File: src/rtl/uart_pkg.sv
// ----------------------------------------------------------------------------
// uart_pkg
// Shared definitions for the UART byte path: default byte/opcode widths and
// the controller state encoding. Also reused by the receiver and transmitter
// benches.
// ----------------------------------------------------------------------------
package uart_pkg;

  localparam int NB_DATA_DEF = 8;
  localparam int NB_OP_DEF   = 6;

  typedef enum logic [2:0] {
    ST_WAIT_A  = 3'd0,
    ST_WAIT_B  = 3'd1,
    ST_WAIT_OP = 3'd2,
    ST_EXEC    = 3'd3,
    ST_SEND    = 3'd4,
    ST_WAIT_TX = 3'd5
  } state_t;

  // States in which a new frame cannot be accepted.
  function automatic logic is_busy_state(input state_t s);
    return (s == ST_EXEC) || (s == ST_SEND) || (s == ST_WAIT_TX);
  endfunction

endpackage

File: src/rtl/uart_alu_intf.sv
// ----------------------------------------------------------------------------
// uart_alu_intf
// Collects operand A, operand B and opcode bytes from the UART receiver,
// presents them to an external combinational ALU, captures the result and
// hands it to the UART transmitter with a one-cycle start pulse. The next
// frame is accepted only after the transmitter reports completion.
//
// Ports:
//   i_clk, i_reset      clock; asynchronous active-high reset
//   i_rx_data/_done_tick received byte and its one-cycle valid pulse
//   i_tx_done_tick      transmitter finished the current byte
//   i_alu_result        combinational ALU output
//   o_alu_a/_b/_op      registered ALU operands and opcode
//   o_tx_data           registered result byte for the transmitter
//   o_tx_start          one-cycle transmit request
//   o_busy              high while a frame is being executed/sent
//   o_overrun           sticky: a byte arrived while busy and was dropped
// ----------------------------------------------------------------------------
module uart_alu_intf
  import uart_pkg::*;
#(
  parameter int NB_DATA = NB_DATA_DEF,
  parameter int NB_OP   = NB_OP_DEF
) (
  input  logic               i_clk,
  input  logic               i_reset,
  input  logic [NB_DATA-1:0] i_rx_data,
  input  logic               i_rx_done_tick,
  input  logic               i_tx_done_tick,
  input  logic [NB_DATA-1:0] i_alu_result,
  output logic [NB_DATA-1:0] o_alu_a,
  output logic [NB_DATA-1:0] o_alu_b,
  output logic [NB_OP-1:0]   o_alu_op,
  output logic [NB_DATA-1:0] o_tx_data,
  output logic               o_tx_start,
  output logic               o_busy,
  output logic               o_overrun
);

  state_t               r_state;
  state_t               w_next_state;
  logic                 w_ld_a;
  logic                 w_ld_b;
  logic                 w_ld_op;
  logic                 w_ld_tx;

  logic [NB_DATA-1:0]   r_alu_a;
  logic [NB_DATA-1:0]   r_alu_b;
  logic [NB_OP-1:0]     r_alu_op;
  logic [NB_DATA-1:0]   r_tx_data;
  logic                 r_tx_start;
  logic                 r_busy;
  logic                 r_overrun;

  // Next-state and load-enable decode.
  always_comb begin
    // NOTE: every output of this block gets a default first so no path can
    // leave one unassigned, which would otherwise infer a latch.
    w_next_state = r_state;
    w_ld_a       = 1'b0;
    w_ld_b       = 1'b0;
    w_ld_op      = 1'b0;
    w_ld_tx      = 1'b0;

    unique case (r_state)
      ST_WAIT_A: if (i_rx_done_tick) begin
        w_ld_a       = 1'b1;
        w_next_state = ST_WAIT_B;
      end
      ST_WAIT_B: if (i_rx_done_tick) begin
        w_ld_b       = 1'b1;
        w_next_state = ST_WAIT_OP;
      end
      ST_WAIT_OP: if (i_rx_done_tick) begin
        w_ld_op      = 1'b1;
        w_next_state = ST_EXEC;
      end
      // One settling cycle for the external ALU, then capture its result.
      ST_EXEC: begin
        w_ld_tx      = 1'b1;
        w_next_state = ST_SEND;
      end
      ST_SEND:    w_next_state = ST_WAIT_TX;
      // A byte arriving together with the done tick is still dropped.
      ST_WAIT_TX: if (i_tx_done_tick) w_next_state = ST_WAIT_A;
      default:    w_next_state = ST_WAIT_A;
    endcase
  end

  // NOTE: sequential state uses non-blocking assignments so every register
  // samples the pre-edge values, independent of block ordering.
  always_ff @(posedge i_clk or posedge i_reset) begin
    if (i_reset) begin
      r_state <= ST_WAIT_A;
    end else begin
      r_state <= w_next_state;
    end
  end

  always_ff @(posedge i_clk or posedge i_reset) begin
    if (i_reset) begin
      r_alu_a    <= '0;
      r_alu_b    <= '0;
      r_alu_op   <= '0;
      r_tx_data  <= '0;
      r_tx_start <= 1'b0;
      r_busy     <= 1'b0;
      r_overrun  <= 1'b0;
    end else begin
      if (w_ld_a)  r_alu_a   <= i_rx_data;
      if (w_ld_b)  r_alu_b   <= i_rx_data;
      if (w_ld_op) r_alu_op  <= i_rx_data[NB_OP-1:0];
      if (w_ld_tx) r_tx_data <= i_alu_result;
      // Registered one cycle behind SEND so the pulse lands one cycle after
      // o_tx_data is already stable.
      r_tx_start <= (r_state == ST_SEND);
      r_busy     <= is_busy_state(w_next_state);
      if (i_rx_done_tick && is_busy_state(r_state)) r_overrun <= 1'b1;
    end
  end

  assign o_alu_a    = r_alu_a;
  assign o_alu_b    = r_alu_b;
  assign o_alu_op   = r_alu_op;
  assign o_tx_data  = r_tx_data;
  assign o_tx_start = r_tx_start;
  assign o_busy     = r_busy;
  assign o_overrun  = r_overrun;

endmodule

File: config.mk
export PLATFORM = sky130hd
export DESIGN_NAME = uart_alu_intf
export DESIGN_NICKNAME = d
export VERILOG_FILES = /design/src/rtl/uart_pkg.sv /design/src/rtl/uart_alu_intf.sv
export SDC_FILE = /design/constraint.sdc
export NUM_CORES = 1
export LEC_CHECK = 0
export CORE_ASPECT_RATIO = 1.1
export CORE_UTILIZATION = 43
export CTS_CLUSTER_DIAMETER = 60
export CTS_CLUSTER_SIZE = 10
export DETAILED_ROUTE_END_ITERATION = 7
export MAX_ROUTING_LAYER = met4
export PLACE_DENSITY = 0.78
export SYNTH_ARGS = -nofsm -noshare
export SYNTH_HDL_FRONTEND = slang
export SYNTH_SLANG_ARGS = --single-unit
File: constraint.sdc
create_clock -name i_clk -period 1.98 [get_ports i_clk]
set_input_delay 0.198 -clock i_clk [delete_from_list [all_inputs] [get_ports i_clk]]
set_output_delay 0.198 -clock i_clk [all_outputs]
set_load 0.01 [all_outputs]
Run 1, clock routing:
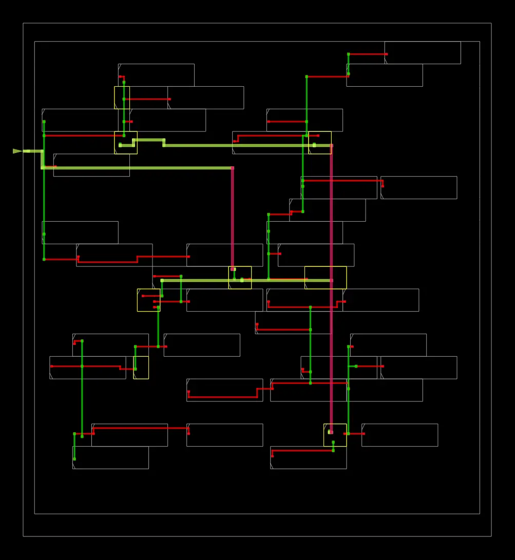
clk latency late pin: 0.34 ns
flip-flops: 36
skew final: 0.00799 ns
# clk buffers: 6
Clk power: 405 uW

Run 1, clock wires, drivers and flops:
Scale bar: 20 um.
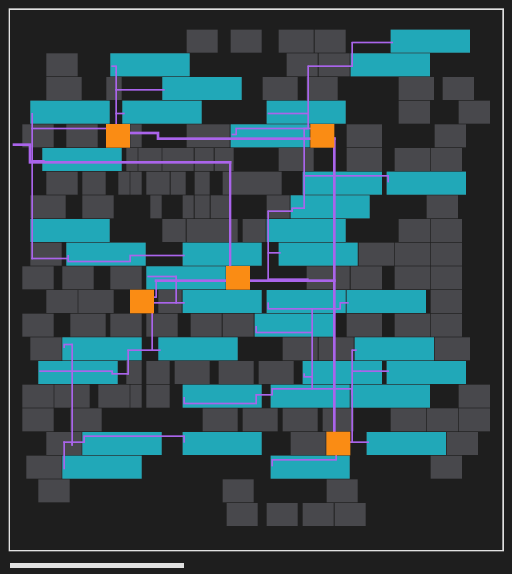
Key: cyan = flip-flops [count 36]; purple = clock wires [length 403 um]; orange = clock drivers [count 5]
There are 6 routed clock nets.
Clk pwr share: 0.123

Run 1, register map, names as in the netlist:
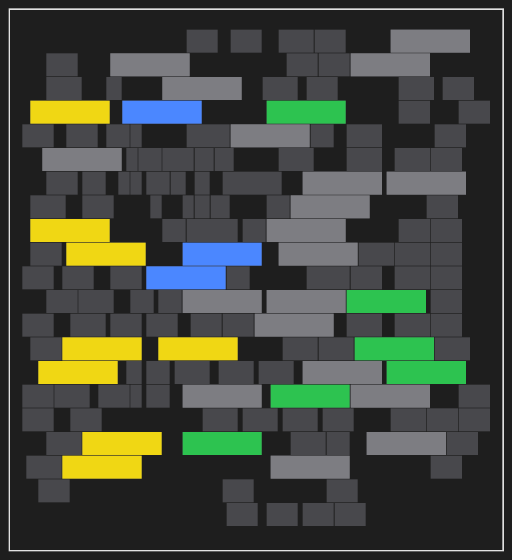
Key: green = `o_alu_op` [flops 6]; yellow = `o_tx_data` [flops 8]; blue = `r_state` [flops 3]
Another 19 sequential cells are not coloured.
fin util: 0.667
Seq. cell area: 901 um^2

[run 1: cells by family after synthesis]
group,count (synthesis),synth area share
buffers and inverters,5,0.0160
AND/OR/NAND/NOR,14,0.0754
AND-OR/OR-AND,6,0.0302
flip-flops,36,0.639
multiplexers,30,0.240
[run 1: final timing paths]
check,start,to,cells past startpoint
min in group i_clk,o_overrun$_DFFE_PP0P_,o_overrun$_DFFE_PP0P_,1
hold / removal,i_reset,o_alu_b[1]$_DFFE_PP0P_,3
hold reg to reg,o_overrun$_DFFE_PP0P_,o_overrun$_DFFE_PP0P_,1
setup reg to reg,r_state[0]$_DFF_PP0_,o_alu_op[0]$_DFFE_PP0P_,3
max in group asynchronous,i_reset,o_alu_b[5]$_DFFE_PP0P_,3
setup / recovery,r_state[0]$_DFF_PP0_,o_alu_op[0]$_DFFE_PP0P_,3
==> reports/metrics.yaml, run 1 <==
sta:
  fmax_mhz: 654
  grt_setup_unrepaired: "false"
  finalCriticalPeriod_ns: 1.53
  report.final.slew_viol_count: 0
  max-slew-margin-rel: 0.684
  finalHoldViolations: 0
  fin_setup_tns_ns: 0
  setup_violations: 0
  worst_slew_pin_slew_ns: 0.472
  min_period_over_period: 0.772
drt:
  first_iter_violations: 16
  vias: 938
  finalWirelength_um: 2660
  wl_met1_um: 1090
  top_layer: "met4"
  wl_per_cell_um: 14.3
  dr.pass1.iters: 4
  drc: 0
  wl_met3_um: 227
  wl_met2_um: 1300
  routed_via_density: 5.04
  postRouteAntennaNets: 0
floorplanning:
  nWellTaps: 34
  num_rows: 21
  ios: 53
  core_area_um2: 3070
  die_w_um: 56.6
  initial_core_util: 0.459
  die_height_um: 62.1
  die_area_um2: 3510
pwr:
  maxPowerGroup: "combinational cells"
  seq_power_share: 0.403
  pg_seq_mw: 1.33
  p_int_mw: 2.28
  power.leakage_nw: 0.872
  finalPower_mw: 3.31
  ir_drop_uv: 949
  power_density_nw_per_um2: 1610
  switching_share: 0.310
  p_switching_mw: 1.02
  power_frac_comb: 0.474
synthesis:
  synth-edff-count: 0
  ys_ff: 36
  ys_warn_count: 0
  syn_area_per_cell_um2: 15.5
  synth_cell_types: 17
  top_cell: "dfrtp_1"
  ff_type: "dfrtp_1"
  topCellsByArea: "dfrtp_1, mux2_2, nor3b_4"
  common_cells: "dfrtp_1, mux2_2, buf_2, nand2_1"
  syn_inst: 91
  yosys_cells: 91
  ys_seq_share: 0.639
  async_flop_share: 1.00
  top_area_cell: "dfrtp_1"
  fp_nets: 111
  syn_area_um2: 1410
clocking:
  postCtsSetupBuffers: 0
  ctsHoldBuffers: 0
  clkTransAtPathRegs_ns: 0.11
  ctsResizeCount: 0
  cts_buffer_depth: 2
  clockRootBuffer: "clkbuf_4"
  cts_tree: "done"
  numCtsBuffers: 5
  cts_num_sinks: 36
  htreeDepth: 2
grt:
  use_met2: 0.281
  gr-usage-met1: 0.210
  antenna_found_initial: 0
  use_met3: 0.0766
  grt_pass1_wl_um: 4420
  grt_busiest_layer: "met2"
  grt_max_degree: 22
  grt_pass1_vias: 935
cells_and_area:
  n_all_buffers: 56
  clk_share: 0.0299
  dominant_cells: "sequential cells"
  seq_share: 0.440
  finalNetCount: 171
  multi_input_comb_cells: 50
  nFillCells: 244
  final_cell_area_um2: 2050
  buffer_area_frac: 0.269
  most-common-layout-cells: "clkdlybuf4s50_1, dfrtp_1, mux2_2, clkbuf_4, buf_4"
  syn_to_final_growth_pct: 45.3
  final_cell_count_no_fill: 186
  diodes: 0
  comb_area_um2: 487
  inv_count: 2
  comb_share: 0.237
  drive_above_1_share: 0.303
critical_path:
  arrival_ns: 1.76
  crit_path_max_fanout: 10
  crit_type: "reg2reg"
  slowest_delay_ns: 0.51
  critical_path.cell_chain: "nand2b_1 > nor2_2 > mux2_2"
  cpMaxStageDelayCell: "dfrtp_1"
  path_buffers: 0
  cp.required_ns: 2.21
  cp_top_family: "simple AND/OR/NAND/NOR gates"
  endpoint_kind: "flop"
  r2r_slack_ns: 0.45
job:
  warnings: 26
  drv_cap: 0
hold_path:
  min_path_type: "in2async"
placement:
  placed_cell_area_um2: 1990
  dp_slack_ns: 0.188
  place.gp.congestion: 0.786
  numPortBuffers: 52
  dp.cells: 178
status:
  status: "finished clean"
Run 1, gate-type map:
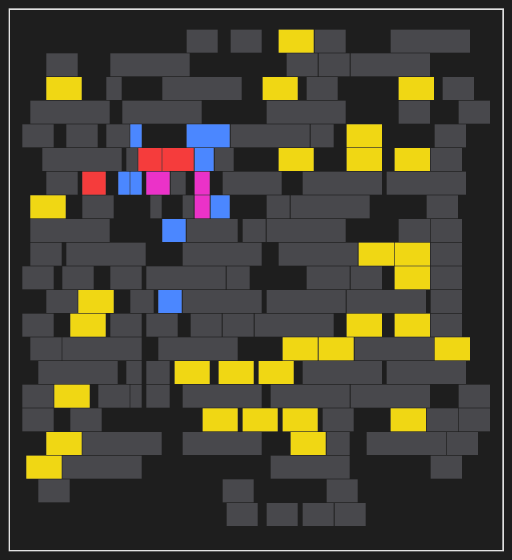

==> run 2, diff against run 1 <==
==> constraint.sdc (replaced) <==
create_clock -name i_clk -period 1.55 [get_ports i_clk]
set_input_delay 0.155 -clock i_clk [delete_from_list [all_inputs] [get_ports i_clk]]
set_output_delay 0.155 -clock i_clk [all_outputs]
set_load 0.01 [all_outputs]
Run 2, gate-type map:
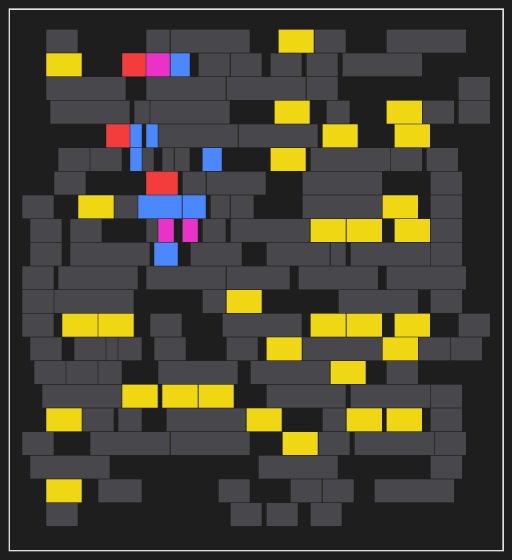
Key: yellow = multiplexers [cells 30, most used mux2_2]; magenta = inverting AOI/OAI gates [cells 3, most used a21oi_1]; red = AND-OR and OR-AND gates [cells 3, most used a21o_1]; blue = NAND gates [cells 8, most used nand2_1]
most common logic cell in the routed design: clkdlybuf4s50_1
Non-Filler Instances: 190

==> reports/metrics.yaml, run 2 <==
floorplanning:
  ios: 53  # unchanged
  die_w_um: 56.6  # unchanged
  num_rows: 21  # unchanged
  initial_core_util: 0.459  # unchanged
  die_area_um2: 3510  # unchanged
  core_area_um2: 3070  # unchanged
critical_path:
  rr_worst_depth: 4  # was 3
  setup.worst_path.start: "r_state[2]$_DFF_PP0_"  # was r_state[0]$_DFF_PP0_
  cpMaxStageDelayCell: "dfrtp_1"  # unchanged
  r2r-start: "r_state[2]$_DFF_PP0_"  # was r_state[0]$_DFF_PP0_
  crit_path_max_fanout: 8  # was 10
  path_buffers: 1  # was 0
  cp.required_ns: 1.78  # was 2.21 ns
  regToRegEndpoint: "o_alu_b[1]$_DFFE_PP0P_"  # was o_alu_op[0]$_DFFE_PP0P_
  crit_path_end: "o_alu_b[1]$_DFFE_PP0P_"  # was o_alu_op[0]$_DFFE_PP0P_
  worst-path-stages: 4  # was 3
  cp_top_family: "flip-flops"  # was simple AND/OR/NAND/NOR gates
  slowest_delay_ns: 0.44  # was 0.51 ns
clocking:
  postCtsSetupBuffers: 0  # unchanged
  ctsResizeCount: 0  # unchanged
  cts_buffer_depth: 2  # unchanged
  clkLatencyLatePin_ns: 0.34  # about the same
  clockRootBuffer: "clkbuf_4"  # unchanged
  ctsHoldBuffers: 0  # unchanged
  htreeDepth: 2  # unchanged
pwr:
  p_switching_mw: 1.34  # was 1.02 mW
  switching_share: 0.309  # was 0.310
  maxPowerGroup: "combinational cells"  # unchanged
  p_int_mw: 3.00  # was 2.28 mW
  power.leakage_nw: 0.898  # was 0.872 nW
  power_frac_comb: 0.490  # was 0.474
  ir_drop_uv: 1300  # was 949 uV
  finalPower_mw: 4.34  # was 3.31 mW
  power_density_nw_per_um2: 2060  # was 1610 nW/um^2
  power_clock_uw: 521  # was 405 uW
hold_path:
  min_path_type: "in2async"  # unchanged
status:
  status: "finished clean"  # unchanged
synthesis:
  synth-edff-count: 0  # unchanged
  ys_ff: 36  # unchanged
  ys_warn_count: 0  # unchanged
  synth-simple-area-share: 0.0754  # unchanged
  syn_area_per_cell_um2: 15.5  # unchanged
  topCellsByArea: "dfrtp_1, mux2_2, nor3b_4"  # unchanged
  synth_cell_types: 17  # unchanged
  xor_share: 0  # unchanged
  syn_area_um2: 1410  # unchanged
  ff_type: "dfrtp_1"  # unchanged
  async_flop_share: 1.00  # unchanged
  mux_share: 0.240  # unchanged
  syn_inst: 91  # unchanged
  top_logic_kind: "multiplexers"  # unchanged
  ys_seq_share: 0.639  # unchanged
  yosys_cells: 91  # unchanged
sta:
  setup_violations: 0  # unchanged
  report.final.slew_viol_count: 0  # unchanged
  min_period_over_period: 0.937  # was 0.772
  finalHoldViolations: 0  # unchanged
  max-slew-margin-rel: 0.762  # was 0.684
  fin_setup_tns_ns: 0  # unchanged
grt:
  grt_pass1_vias: 1019  # was 935
  grt_max_degree: 22  # unchanged
placement:
  dp_slack_ns: -0.0912  # was 0.188 ns
  numPortBuffers: 52  # unchanged
drt:
  postRouteAntennaNets: 0  # unchanged
  routed_via_density: 5.16  # was 5.04
  vias: 980  # was 938
  first_iter_violations: 16  # unchanged
  wl_per_cell_um: 14.7  # was 14.3 um
cells_and_area:
  comb_area_um2: 487  # unchanged
  final_cell_area_um2: 2100  # was 2050 um^2
  drive_above_1_share: 0.321  # was 0.303
  most-common-layout-cells: "clkdlybuf4s50_1, dfrtp_1, mux2_2, buf_4, clkbuf_4"  # was clkdlybuf4s50_1, dfrtp_1, mux2_2, clkbuf_4, buf_4
  flop_area_um2: 901  # unchanged
  fin_util: 0.685  # was 0.667
  syn_to_final_growth_pct: 49.2  # was 45.3%
Run 2, clock routing:
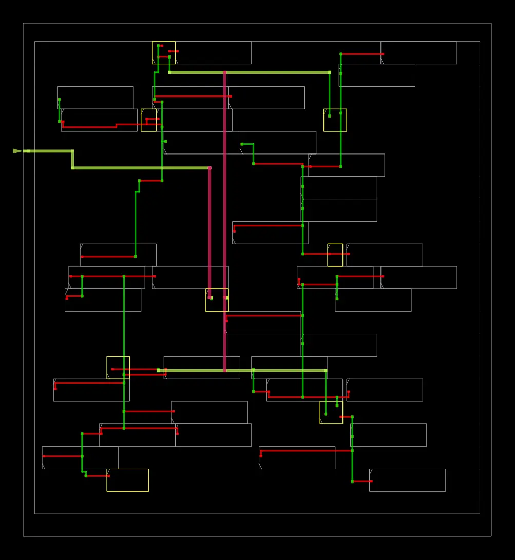
Num CTS Buffers: 5
skew final: 0.00867 ns
Sink Count: 36

-- run 2: cell types whose count changed in the layout (fill, tap and decap cells not counted), sizes merged --
cell | before | now
buf | 4 | 8
-- run 2: per-layer routing --
| layer | global-route usage | share of wire | vias up | routed length, um |
|---|---|---|---|---|
| met2 | 0.319 | 0.51 | 48 | 1430 |
| met1 | 0.205 | 0.40 | 480 | 1110 |
| met3 | 0.0663 | 0.065 | 7 | 181 |
| met4 | 0.0941 | 0.026 | 0 | 72 |
| li1 | - | - | 445 | - |
| met5 | - | 0 | - | 0 |
-- run 2: area by class of cell --
type / instances / area share
clock buffers: 6 / 0.0244
multi-input cells: 50 / 0.231
flip-flops and latches: 36 / 0.428
clock inverters: 2 / 0.00476
inverters: 2 / 0.00357
repair buffers: 60 / 0.288
well taps: 34 / 0.0202
Power is estimated from default activity; no workload was simulated.
